File: src/rtl/pfb_input_sequencer.sv
// pfb_input_sequencer
// Frames a raw complex sample stream for the 2x-oversampled polyphase
// filterbank input mux. Samples are tagged with a channel index, aligned to
// an external frame sync, buffered in a FIFO and handed to the PFB no more
// often than once every MIN_GAP cycles.
//
// Ports:
//   Clk, Rst             clock, asynchronous active-high reset
//   Enable               sequencer enable; low flushes and re-arms for sync
//   Input_valid/_sync    sample strobe and "this sample is channel 0" marker
//   Input_i/_q           signed sample
//   Output_valid         one-cycle strobe to the PFB mux
//   Output_channel/_last channel index and end-of-frame flag
//   Output_i/_q          signed sample, passed through unmodified
//   Status_fifo_level    FIFO occupancy
//   Error_fifo_overflow  one-cycle pulse when a sample had to be dropped
//   Error_sync_lost      one-cycle pulse when sync arrived mid-frame

module pfb_input_sequencer #(
    parameter int NUM_CHANNELS        = 16,
    parameter int CHANNEL_INDEX_WIDTH = $clog2(NUM_CHANNELS),
    parameter int DATA_WIDTH          = 16,
    parameter int FIFO_DEPTH          = 32,
    parameter int MIN_GAP             = 2
) (
    input  logic                           Clk,
    input  logic                           Rst,
    input  logic                           Enable,
    input  logic                           Input_valid,
    input  logic                           Input_sync,
    input  logic signed [DATA_WIDTH-1:0]   Input_i,
    input  logic signed [DATA_WIDTH-1:0]   Input_q,
    output logic                           Output_valid,
    output logic [CHANNEL_INDEX_WIDTH-1:0] Output_channel,
    output logic                           Output_last,
    output logic signed [DATA_WIDTH-1:0]   Output_i,
    output logic signed [DATA_WIDTH-1:0]   Output_q,
    output logic [$clog2(FIFO_DEPTH):0]    Status_fifo_level,
    output logic                           Error_fifo_overflow,
    output logic                           Error_sync_lost
);

    localparam int PTR_W   = $clog2(FIFO_DEPTH);
    localparam int LEVEL_W = PTR_W + 1;
    localparam int GAP_W   = (MIN_GAP > 1) ? $clog2(MIN_GAP) : 1;
    localparam int ENTRY_W = CHANNEL_INDEX_WIDTH + 2 * DATA_WIDTH;

    typedef enum logic {
        S_WAIT_SYNC,
        S_RUN
    } state_t;

    state_t                           state;
    logic [CHANNEL_INDEX_WIDTH-1:0]   chanCount;
    logic [PTR_W-1:0]                 wrPtr;
    logic [PTR_W-1:0]                 rdPtr;
    logic [GAP_W-1:0]                 gapCount;
    logic [ENTRY_W-1:0]               mem [FIFO_DEPTH];

    logic                             stageValid;
    logic [CHANNEL_INDEX_WIDTH-1:0]   stageChannel;
    logic signed [DATA_WIDTH-1:0]     stageI;
    logic signed [DATA_WIDTH-1:0]     stageQ;

    logic                             syncLost;
    logic                             startFrame;
    logic                             pop;
    logic                             overflow;
    logic                             push;
    logic                             flush;
    logic                             killOut;
    logic [CHANNEL_INDEX_WIDTH-1:0]   wrChannel;
    logic [PTR_W-1:0]                 wrAddr;
    logic [ENTRY_W-1:0]               rdEntry;

    // A sync that lands mid-frame restarts the frame. The pop is held off in
    // that cycle so nothing from the abandoned frame slips out while the FIFO
    // is being flushed. A pop in the same cycle as a write into a full FIFO
    // frees a slot, so that case is not an overflow.
    assign syncLost   = Enable && (state == S_RUN) && Input_valid && Input_sync
                        && (chanCount != '0);
    assign startFrame = Enable && (state == S_WAIT_SYNC) && Input_valid && Input_sync;
    assign pop        = Enable && (Status_fifo_level != '0) && (gapCount == '0) && !syncLost;
    assign overflow   = Enable && (state == S_RUN) && Input_valid && !syncLost
                        && (Status_fifo_level == LEVEL_W'(FIFO_DEPTH)) && !pop;
    assign push       = startFrame || (Enable && (state == S_RUN) && Input_valid && !overflow);
    assign flush      = !Enable || syncLost || overflow;
    assign killOut    = !Enable || syncLost;
    assign wrChannel  = (startFrame || syncLost) ? '0 : chanCount;
    assign wrAddr     = syncLost ? '0 : wrPtr;
    assign rdEntry    = mem[rdPtr];

    // Sample storage. A mid-frame sync restarts the FIFO at slot 0 so the
    // sync sample becomes the only entry after the flush.
    always_ff @(posedge Clk) begin
        if (push) begin
            mem[wrAddr] <= {wrChannel, Input_i, Input_q};
        end
    end

    // Framing state, FIFO pointers, pacing counter and the registered output
    // path. The pop loads a one-entry stage; the outputs follow a cycle later.
    always_ff @(posedge Clk or posedge Rst) begin
        if (Rst) begin
            state               <= S_WAIT_SYNC;
            chanCount           <= '0;
            wrPtr               <= '0;
            rdPtr               <= '0;
            Status_fifo_level   <= '0;
            gapCount            <= '0;
            stageValid          <= 1'b0;
            stageChannel        <= '0;
            stageI              <= '0;
            stageQ              <= '0;
            Output_valid        <= 1'b0;
            Output_channel      <= '0;
            Output_last         <= 1'b0;
            Output_i            <= '0;
            Output_q            <= '0;
            Error_fifo_overflow <= 1'b0;
            Error_sync_lost     <= 1'b0;
        end else begin
            if (!Enable || overflow) begin
                state     <= S_WAIT_SYNC;
                chanCount <= '0;
            end else if (startFrame || syncLost) begin
                state     <= S_RUN;
                chanCount <= CHANNEL_INDEX_WIDTH'(1);
            end else if (push) begin
                chanCount <= chanCount + CHANNEL_INDEX_WIDTH'(1);
            end

            if (syncLost) begin
                wrPtr             <= PTR_W'(1);
                rdPtr             <= '0;
                Status_fifo_level <= LEVEL_W'(1);
            end else if (flush) begin
                wrPtr             <= '0;
                rdPtr             <= '0;
                Status_fifo_level <= '0;
            end else begin
                if (push) begin
                    wrPtr <= wrPtr + PTR_W'(1);
                end
                if (pop) begin
                    rdPtr <= rdPtr + PTR_W'(1);
                end
                case ({push, pop})
                    2'b10:   Status_fifo_level <= Status_fifo_level + LEVEL_W'(1);
                    2'b01:   Status_fifo_level <= Status_fifo_level - LEVEL_W'(1);
                    default: Status_fifo_level <= Status_fifo_level;
                endcase
            end

            if (flush) begin
                gapCount <= '0;
            end else if (pop) begin
                gapCount <= GAP_W'(MIN_GAP - 1);
            end else if (gapCount != '0) begin
                gapCount <= gapCount - GAP_W'(1);
            end

            stageValid <= killOut ? 1'b0 : pop;
            if (pop) begin
                stageChannel <= rdEntry[ENTRY_W-1 -: CHANNEL_INDEX_WIDTH];
                stageI       <= $signed(rdEntry[2*DATA_WIDTH-1 -: DATA_WIDTH]);
                stageQ       <= $signed(rdEntry[DATA_WIDTH-1:0]);
            end

            Output_valid <= stageValid && !killOut;
            if (stageValid && !killOut) begin
                Output_channel <= stageChannel;
                Output_last    <= (stageChannel == CHANNEL_INDEX_WIDTH'(NUM_CHANNELS - 1));
                Output_i       <= stageI;
                Output_q       <= stageQ;
            end

            Error_fifo_overflow <= overflow;
            Error_sync_lost     <= syncLost;
        end
    end

endmodule

File: config.mk
export PLATFORM = sky130hd
export DESIGN_NAME = pfb_input_sequencer
export DESIGN_NICKNAME = d
export VERILOG_FILES = /design/src/rtl/pfb_input_sequencer.sv
export SDC_FILE = /design/constraint.sdc
export NUM_CORES = 1
export LEC_CHECK = 0
export CAP_MARGIN = 10
export CORE_UTILIZATION = 62
export CTS_CLUSTER_DIAMETER = 100
export DETAILED_ROUTE_END_ITERATION = 12
export PLACE_DENSITY = 0.79
export SYNTH_ARGS = -nofsm -noshare
export SYNTH_HDL_FRONTEND = slang
export SYNTH_SLANG_ARGS = --single-unit
export TNS_END_PERCENT = 10
File: constraint.sdc
create_clock -name Clk -period 6.6 [get_ports Clk]
set_clock_uncertainty 0.1 [all_clocks]
set_input_delay 1.65 -clock Clk [delete_from_list [all_inputs] [get_ports Clk]]
set_output_delay 1.65 -clock Clk [all_outputs]
set_load 0.05 [all_outputs]
### Wire density map

28 x 28 tiles, from black (low) to pale yellow (high), scaled to the fullest tile. Values are wire area over tile area, all layers added.
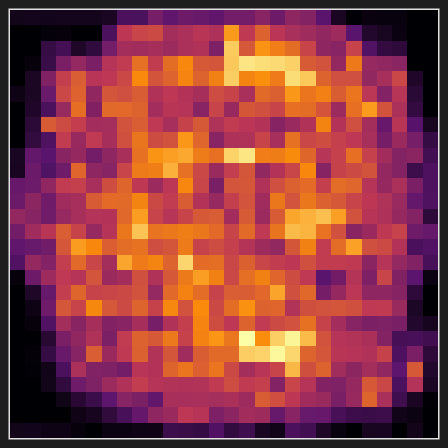
emptiest ninth of the die	bottom left
fullest tile	0.59
mean over tiles	0.26
nearly empty tiles	7.0%
tiles over half the peak	43%

### Cells colored by class

Bar = 100 um. Fill, decap, tap and diode cells in gray.
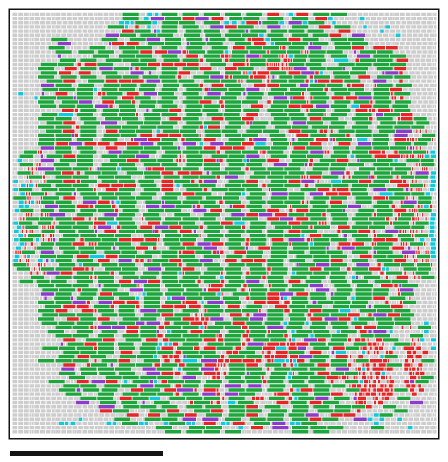
class	color	cells	share of their area
remaining logic cells	red	897	19%
registers	green	1251	70%
clock drivers and dummy loads	purple	217	7.3%
remaining buffers and delay cells	cyan	181	3.4%

### Cell outlines without signal wires

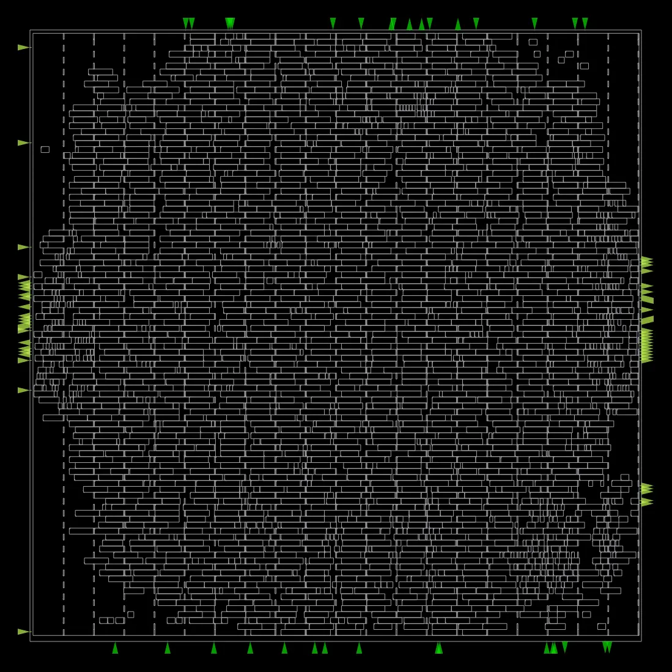
fraction of the core area covered by cells at the end of the flow: 0.714
flip-flops: 1251
Final Non-Filler Cells: 3578
sequential fraction of total cell area: 0.683
Filler cells: 4173

==> results.txt <==
Notes on the flow outputs.

- The overall power consumption is roughly 20 mW.
- The floorplan step defined a die boundary enclosing 0.0778 mm2.
- The total count of max-transition violations in the final report is 0.
- The number of global-route vias before repair reads 24800.
- The relative contribution of sequential cells to total power reads 0.456.
- CTS reports a maximum clock tree buffer depth of 3.
- The report counts max-capacitance violations totalling 0.
- The number of clock buffers added by TritonCTS is 117.
- The final report gives the standard cell area, fillers excluded, as 0.0543 mm2.
- The transition at the pin with the smallest max-transition slack reads about 1.1 ns.
- By count the netlist is led by sky130_fd_sc_hd__edfxtp_1, sky130_fd_sc_hd__mux4_2, sky130_fd_sc_hd__nand2_1.
- The worst min-delay path startpoint reads stageQ[0]$_DFFE_PP0P_.
- Per the post-route antenna check, the number of violating nets is 0.
- Per the run report, area growth between synthesis and finish was 14.1%.
- Setup slack closes at approximately 1.9 ns.
- The destination of the critical timing path is Status_fifo_level[5]$_DFFE_PP0P_.
- The number of tap cells inserted reads between 1000 and 1500.
- The met2 routing resource usage after global routing is 0.487.
- The depth of the worst hold-timing path is 2.
- The share of total power dissipated in combinational logic is 0.204.
- The number of enable flip-flop cells is between 1000 and 1500.
- Per the final report, the share of cell area in clock cells is 0.0711.
- The portion of synthesized area spent on multiplexers is 0.138.
- The antenna diode count is 2.
- Per the timing report, the most critical flop-to-flop path originates at Status_fifo_level[1]$_DFFE_PP0P_.
- The clock latency of the later-clocked register in the worst-skew pair is 0.69 ns.
- Per the layout report, the design carries 138 clock buffers.
- Per the synthesis report, the adder-cell share of the synthesized area is 0.00279.
- The delay of the slowest cell on the worst path is 0.75 ns.
- The area inside the core boundary is 0.0759 mm2.
- The initial antenna violation count was 8.
- The amount of wire on met2 after detailed routing is about 57 mm.
- mem holds more flip-flops than any other register.
- The global routing stage identified its most utilized layer as met2.
- The cell area power density is between 300 and 400 mW/mm2.
- The run finished with clean final reports.
- The power report lists the clock group at around 6.8 mW.
- For reference, the placement row count at floorplan is just over 100.
- The first TritonRoute pass finished after 6 iterations.
- The number of post-CTS setup repair buffers reads 0.
- The dominant kind of cell by area reads sequential cells.
- The share of the Yosys chip area taken by registers is 0.780.
- The wire length of the first global-routing pass reads approximately 170 mm.
- The logic share of the area reads 0.188.
- The register area is between 0.03 and 0.04 mm2.
- The H-tree depth reported by CTS is 3.
- The floorplan report gives the top-level pin count as between 80 and 90.
- Detailed routing inserted a total of between 20000 and 25000 vias.
- On the final layout, the worst hold slack is ~0.37 ns.
- In this run the tightest slew margin relative to its limit is 0.274.
- Of all the cell area in the finished design, non-clock buffers hold 0.0331.
- In the global route stage, met1 resource usage came out at 0.443.
- Per the final layout report, the fraction of cells sized above drive strength 1 comes to 0.242.
- A synthesized cell averages between 20 and 25 um2.
- The post-synthesis instance area is about 0.048 mm2.
- The count of warnings emitted by yosys is 0.
- The total of hold buffers inserted after clock tree synthesis reads 0.
- The number of flip-flops and latches in the synthesized netlist is ~1300.
- According to the floorplan report, the die width is between 200 and 300 um.
- The type of the setup path with the least slack is primary input to flop.
- Per the post-CTS timing run, clock transition at the registers of the reported paths is 0.06 ns.
- The clock power share reads 0.340.
- The post-cts sizing count is 0.
- The count of mapped cells out of synthesis reads approximately 2300.
- The leakage power figure reads roughly 18 nW.
- Setup repair after global routing left no endpoint under its margin.
- Per the synthesis report, the dominant area consumer among library cells is sky130_fd_sc_hd__edfxtp_1.
- sky130_fd_sc_hd__edfxtp_1 is the most common cell in the netlist.
- The post-synthesis cell count from yosys reads between 2000 and 2500.
- The share of flip-flops with an asynchronous set or reset after synthesis reads 0.0791.
- The count of cell instances traversed by the critical path is 12.
### Wiring by layer

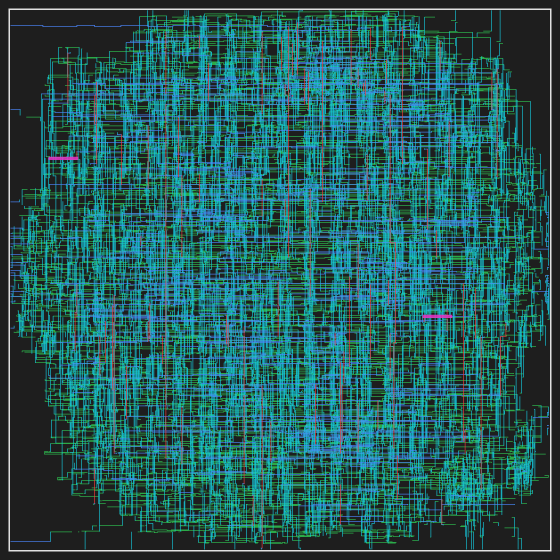
layer	color	wire length
M1	green	42.9 mm
M2	cyan	56.9 mm
M3	blue	14800 um
M4	red	2640 um
M5	magenta	27.6 um

### Metal 1

Supply wires on this layer in gray.
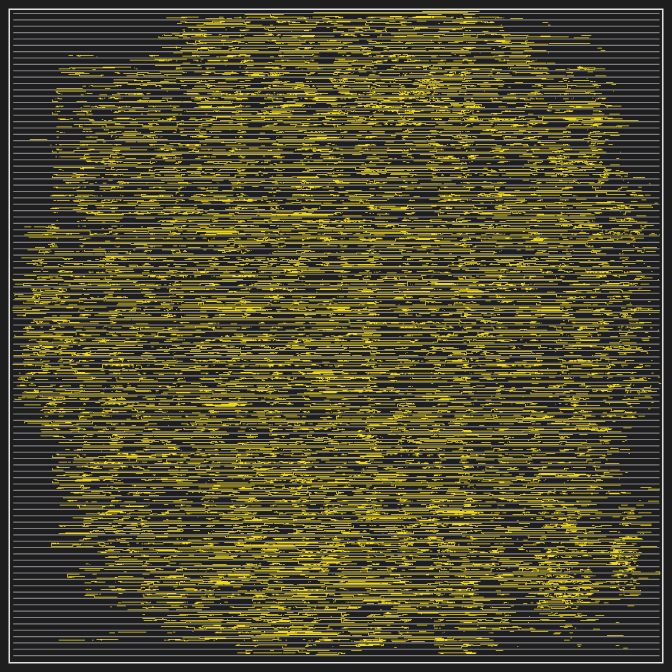
main direction	horizontal
nets with wire on the layer	2391

No activity file was given, so power comes from the tool's default toggle rates.
